Fig. 1: run 1, met3 routing
Bar = 50 µm.
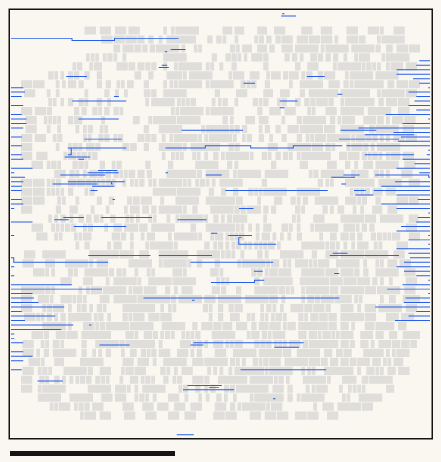
Fig. 2: run 1, gate-type map
Bar = 50 µm.
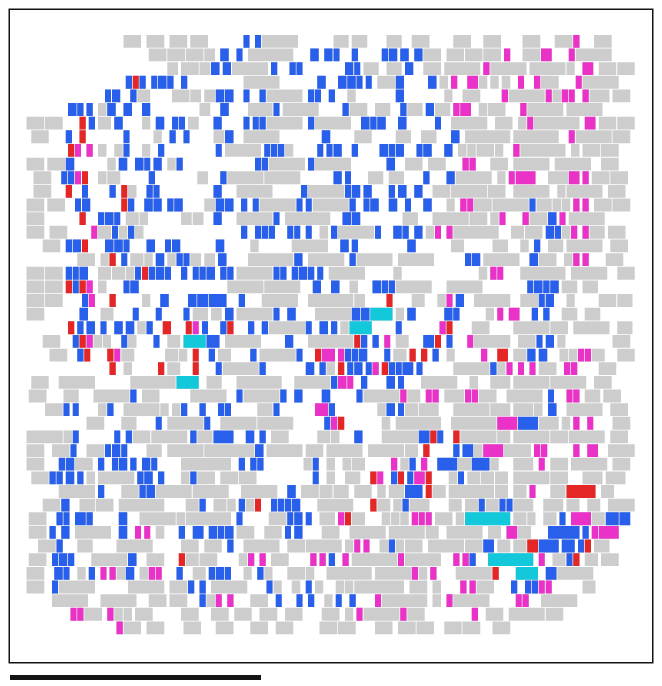
Fig. 3: run 1, a small window of the routed layout
Bar = 10 µm. Window x 76 to 116, y 12 to 52 µm. Cells in grey, sequential cells in the stronger grey; small squares are vias.
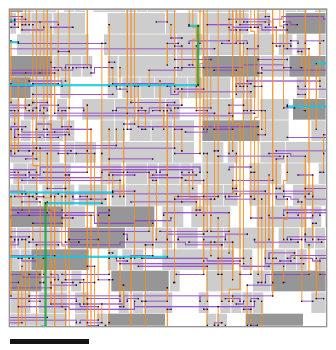
Design mem_access_unit_flat, sky130hd; sources not shown.
==> flow_summary_export.csv, run 1 <==
group,metric,value,unit
synthesis,floorplan.nets,1077,
cells_and_area,fin_util,0.655,
setup_path,crit_type,"in -> out",
cells_and_area,layout.nets,1308,
cells_and_area,n_fill_cell,1359,
final_timing,period_used_share,1.06,
synthesis,area_leaders,"dfxtp_1 (38%), nand2_1 (17%), nand3_1 (12%)",
synthesis,synth_area_leader_cell,"dfxtp_1",
setup_path,ff2ff_setup_slack,0.51,ns
final_timing,maxSlewHeadroom,0.590,
global_routing,use_met2,0.364,
clocking,cts_num_sinks,116,
synthesis,ys_ff,116,
cells_and_area,area_growth,54.9,%
detailed_routing,wl_met1,10400,µm
setup_path,start_kind,"input pin",
global_routing,track_usage,0.247,
synthesis,ys_cells,966,
global_routing,grt_pass1_vias,6250,
floorplanning,die_area,16600,µm²
status,status,"complete, but fails checks",
global_routing,antenna_found_initial,0,
pwr,finalPower,5.60,mW
floorplanning,core_area,14500,µm²
detailed_routing,firstDrtPassIters,5,
synthesis,synth_adder_area_share,0.0142,
final_timing,setup_viol,71,
job,tool_warnings,33,
detailed_routing,wire_per_inst,15.4,µm
status,violations,"setup timing",
synthesis,ys_seq_frac,0.378,
synthesis,logic_family,"simple AND/OR/NAND/NOR gates",
clocking,postCtsSetupBuffers,11,
synthesis,ys_dominant_reg_cell,"dfxtp_1",
min_path,holdPathStages,2,
global_routing,grt_pass1_wl,32800,µm
synthesis,ys_chip_area,6150,µm²
global_routing,busiest_layer,"met2",
placement,post-place-cells,1340,
setup_path,cp-end-kind,"primary output",
final_timing,setup_ws,-0.139,ns
final_timing,fin_setup_tns,-4.42,ns
clocking,path_clk_slew,0.05,ns
pwr,leakage,4.15,nW
synthesis,synth.top_cell.area_share,0.378,
pwr,peakVddDrop,0.000428,V
floorplanning,num_rows,44,
placement,dp_worst_setup_slack,-1.09,ns
synthesis,yosysWarnings,0,
placement,placement.io_buffers,206,
floorplanning,die_h,130,µm
final_timing,layout_min_cycle_time,2.54,ns
final_timing,finalHoldViolCount,0,
Notes on Fig. 1 above:
- main direction: horizontal
- wire length on this layer: 1,470 µm
- share of all routed wire: 6.8%
via count: 6,981
GR Util met3: 0.0553
drt total wl: 21,500 µm

Notes on Fig. 2 above:
- inv cells: red (cells 53)
- fa/ha/maj cells: cyan (cells 7)
- nor cells: magenta (cells 139; where spread over the die)
- nand cells: blue (cells 441)
logic share of the area: 0.365
Finished Layout Cells: 1,392

Notes on Fig. 3 above:
- M1: purple
- M3: cyan
- M2: orange
- M4: green
- most frequent: nor2_1 (25), buf_4 (22), nand2_1 (20)
- sequential cells in the window: 15
- cells with their middle in the window: 155

run 1: cell usage in the layout (no fill, tap or decap), drive strengths merged, types with 3 or more instances in the layout:
| master | n |
|---|---|
| or2 | 16 |
| nor2 | 135 |
| dlygate4sd2 | 26 |
| ha | 7 |
| clkdlybuf4s15 | 5 |
| clkbuf | 23 |
| nand2 | 287 |
| clkinvlp | 3 |
| o21ai | 75 |
| nand3b | 3 |
| buf | 70 |
| clkdlybuf4s50 | 168 |
| nand3 | 148 |
| a21oi | 47 |
| clkinv | 10 |
| o211ai | 8 |
| dfxtp | 116 |
| inv | 52 |
| nand4 | 3 |
run 1: power by group:
group          total (mW)  internal, mW  switching [mW]
clock                2.16          1.31           0.853
combinational        1.37         0.643           0.731
sequential           2.07          2.02          0.0534
total                5.60          3.97            1.64
run 1: worst max-delay path: stages:
cell,delay (ns)
buf_6,0.11
inv_12,0.05
buf_4,0.11
nand3_4,0.07
buf_6,0.12
nand2_4,0.06
inv_4,0.04
ha_4,0.27
nor2_2,0.04
nand2_1,0.07
nand2_2,0.07
buf_6,0.12
nor2_4,0.10
nand3_2,0.11
nand2_4,0.07
buf_6,0.12
run 1: cell type report:
class | count | area, µm² | share of cell area
clock buffer | 18 | 439 | 0.0461
clock inverter | 12 | 67.6 | 0.00709
inverter | 53 | 218 | 0.0229
multi-input combinational | 735 | 3470 | 0.365
sequential | 116 | 2320 | 0.244
tap | 184 | 230 | 0.0242
timing repair buffer | 274 | 2780 | 0.291
run 1: cell families after synthesis:
kind of cell             Yosys count
AND-OR/OR-AND                    132
adder cells (fa/ha/maj)            7
buffers and inverters            115
flip-flops                       116
AND/OR/NAND/NOR                  596
## Run 2: what changed since run 1
Settings changed: HOLD_SLACK_MARGIN set to 0.08.
Fig. 4: run 2, M1 wires
Bar = 50 µm. Supply wires on this layer in grey.
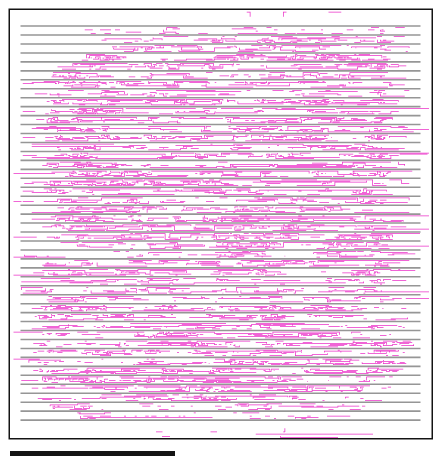
- main direction: horizontal
- share of all routed wire: 48%
- nets with wire on the layer: 1,180
- wire length on this layer: 10,400 µm
- longest straight run: 46.0 µm
met1 usage: 0.363

Fig. 5: run 2, gate-type map
Bar = 50 µm.
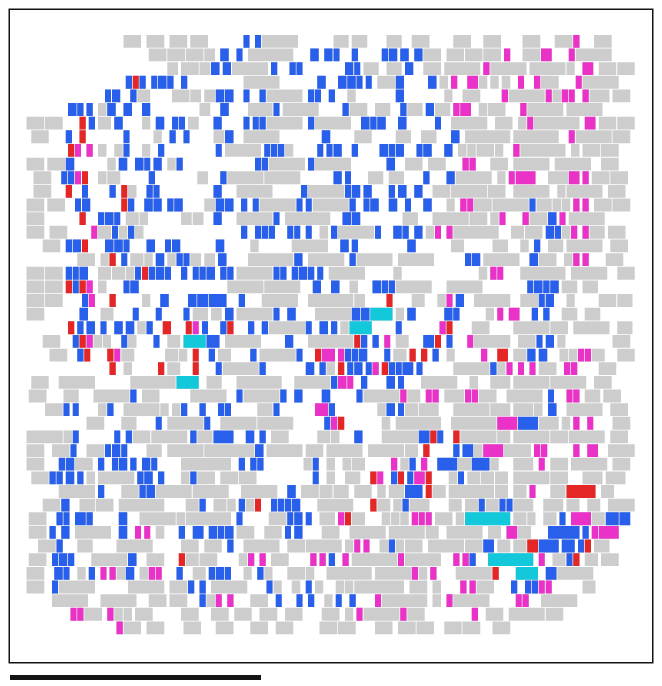
- inv cells: red (cells 53)
- fa/ha/maj cells: cyan (cells 7)
- nor cells: magenta (cells 139; where spread over the die)
- nand cells: blue (cells 441)
Commonest Layout Cell: nand2_1

==> run 2 against run 1 <==
Against the previous run:
- the flow still finishes with violations (setup timing)
- sequential power hardly changed
- clock power hardly changed
- combinational power hardly changed
- fmax stayed put
- critical endpoint unchanged
- largest cell class unchanged
- largest power group unchanged
==> flow_summary_export.csv, run 2 <==
group,metric,value,unit
detailed_routing,firstDrtPassIters,5,
setup_path,cpMostUsedCell,"buf_6",
cells_and_area,n_fill_cell,1359,
pwr,leakage,4.15,nW
cells_and_area,logic_area,3470,µm²
global_routing,track_usage,0.247,
final_timing,setup_viol,71,
job,tool_warnings,33,
global_routing,grt_pass1_vias,6250,
final_timing,period_used_share,1.06,
floorplanning,num_rows,44,
status,violations,"setup timing",
synthesis,area_leaders,"dfxtp_1 (38%), nand2_1 (17%), nand3_1 (12%)",
setup_path,cp_num_cells,16,
setup_path,cp-end-kind,"primary output",
floorplanning,die_area,16600,µm²
clocking,cts_buffers,17,
placement,placement.io_buffers,206,
setup_path,crit_chain,"buf_6 > inv_12 > buf_4 > nand3_4 > buf_6 > nand2_4 > inv_4 > ha_4 > nor2_2 > nand2_1 > nand2_2 > buf_6 > nor2_4 > nand3_2 > nand2_4 > buf_6",
global_routing,antenna_found_initial,0,
floorplanning,initial_core_util,0.423,
clocking,clockBufferDepth,2,
floorplanning,core_area,14500,µm²
synthesis,ys_cells,966,
final_timing,setup_ws,-0.139,ns
cells_and_area,layout.nets,1308,
detailed_routing,wirelength,21500,µm
synthesis,ys_dominant_reg_cell,"dfxtp_1",
min_path,holdPathStages,2,
pwr,finalPower,5.60,mW
cells_and_area,seqCellArea,2320,µm²
floorplanning,die_h,130,µm
setup_path,crit_buf_inv,7,
final_timing,layout_min_cycle_time,2.54,ns
synthesis,ys_seq_frac,0.378,
synthesis,ys_ff,116,
detailed_routing,vias,6981,
final_timing,finalHoldViolCount,0,
final_timing,maxSlewHeadroom,0.590,
detailed_routing,via_per_inst,5.02,
setup_path,ff2ff_setup_slack,0.51,ns
setup_path,critical-path-top-delay-family,"buffers and inverters",
setup_path,slowest_stage,"ha_4",
synthesis,synth_area_leader_cell,"dfxtp_1",
synthesis,floorplan.nets,1077,
global_routing,grt_pass1_wl,32800,µm
setup_path,start_kind,"input pin",
clocking,path_clk_slew,0.05,ns
clocking,cts_num_sinks,116,
setup_path,crit_type,"in -> out",
setup_path,cp.required,1.87,ns
status,status,"complete, but fails checks",
cells_and_area,layout_top_cells,"nand2_1 (276), clkdlybuf4s50_1 (168), nand3_1 (144)",
synthesis,ys_chip_area,6150,µm²
cells_and_area,fin_util,0.655,
synthesis,synth.top_cell.area_share,0.378,
pwr,peakVddDrop,0.000428,V
[run 2: cell counts after synthesis]
No cell type changed its count.
[run 2: layout make-up]
class                   count  area share
multi-input cells         735       0.365
well taps                 184      0.0242
clock buffers              18      0.0461
clock inverters            12     0.00709
flip-flops and latches    116       0.244
inverters                  53      0.0229
repair buffers            274       0.291
[run 2: power by group]
group / total, mW / internal, mW / switching [mW]
combinational: 1.37 / 0.643 / 0.731
clock: 2.16 / 1.31 / 0.853
sequential: 2.07 / 2.02 / 0.0534
total: 5.60 / 3.97 / 1.64
[run 2: layer usage]
layer  vias up  part of all wire  wire length, µm  GRT usage
met4         0             0.013              278     0.0712
met5         -                 0                0          0
li1       3593                 -                -          -
met1      3126              0.48            10400      0.363
met2       239              0.43             9340      0.364
met3        23             0.068             1470     0.0553
[run 2: per-stage QoR]
step                TNS [ns]  setup WS (ns)  instances  area [µm²]
global route          -11.68         -0.216       1392        9520
finish                 -4.42         -0.139       1392        9520
floorplan            -0.0185        -0.0185        966        6200
CTS                   -0.135         -0.135       1382        9260
detailed placement    -94.13          -1.09       1340        8560
global placement      -88.43          -1.05       1340        8560
[run 2: cell families (layout without fill, tap and decap cells)]
logic type                 count (synthesis)  count (layout)  synth area share
DFF                                      116             116             0.378
buffers and inverters                    115             357            0.0832
and+or+nand+nor                          596             596             0.412
AOI/OAI and AO/OA                        132             132             0.113
adders and majority gates                  7               7            0.0142
[run 2: worst reg2reg max path: cells and delay by family (launching register included)]
family	cells	cell delay, ns
buffers and inverters	1	0.20
flip-flops	1	0.61
AND/OR/NAND/NOR	7	0.97
[run 2: what timing repair did]
item                                    CTS  global route
gates resized                            97            36
hold endpoints to repair                  0             0
endpoints found under the setup margin  116            83
setup buffers                            11             5
pin swaps                                14            28
gates cloned                              3             5
Power is estimated from default activity; no workload was simulated.
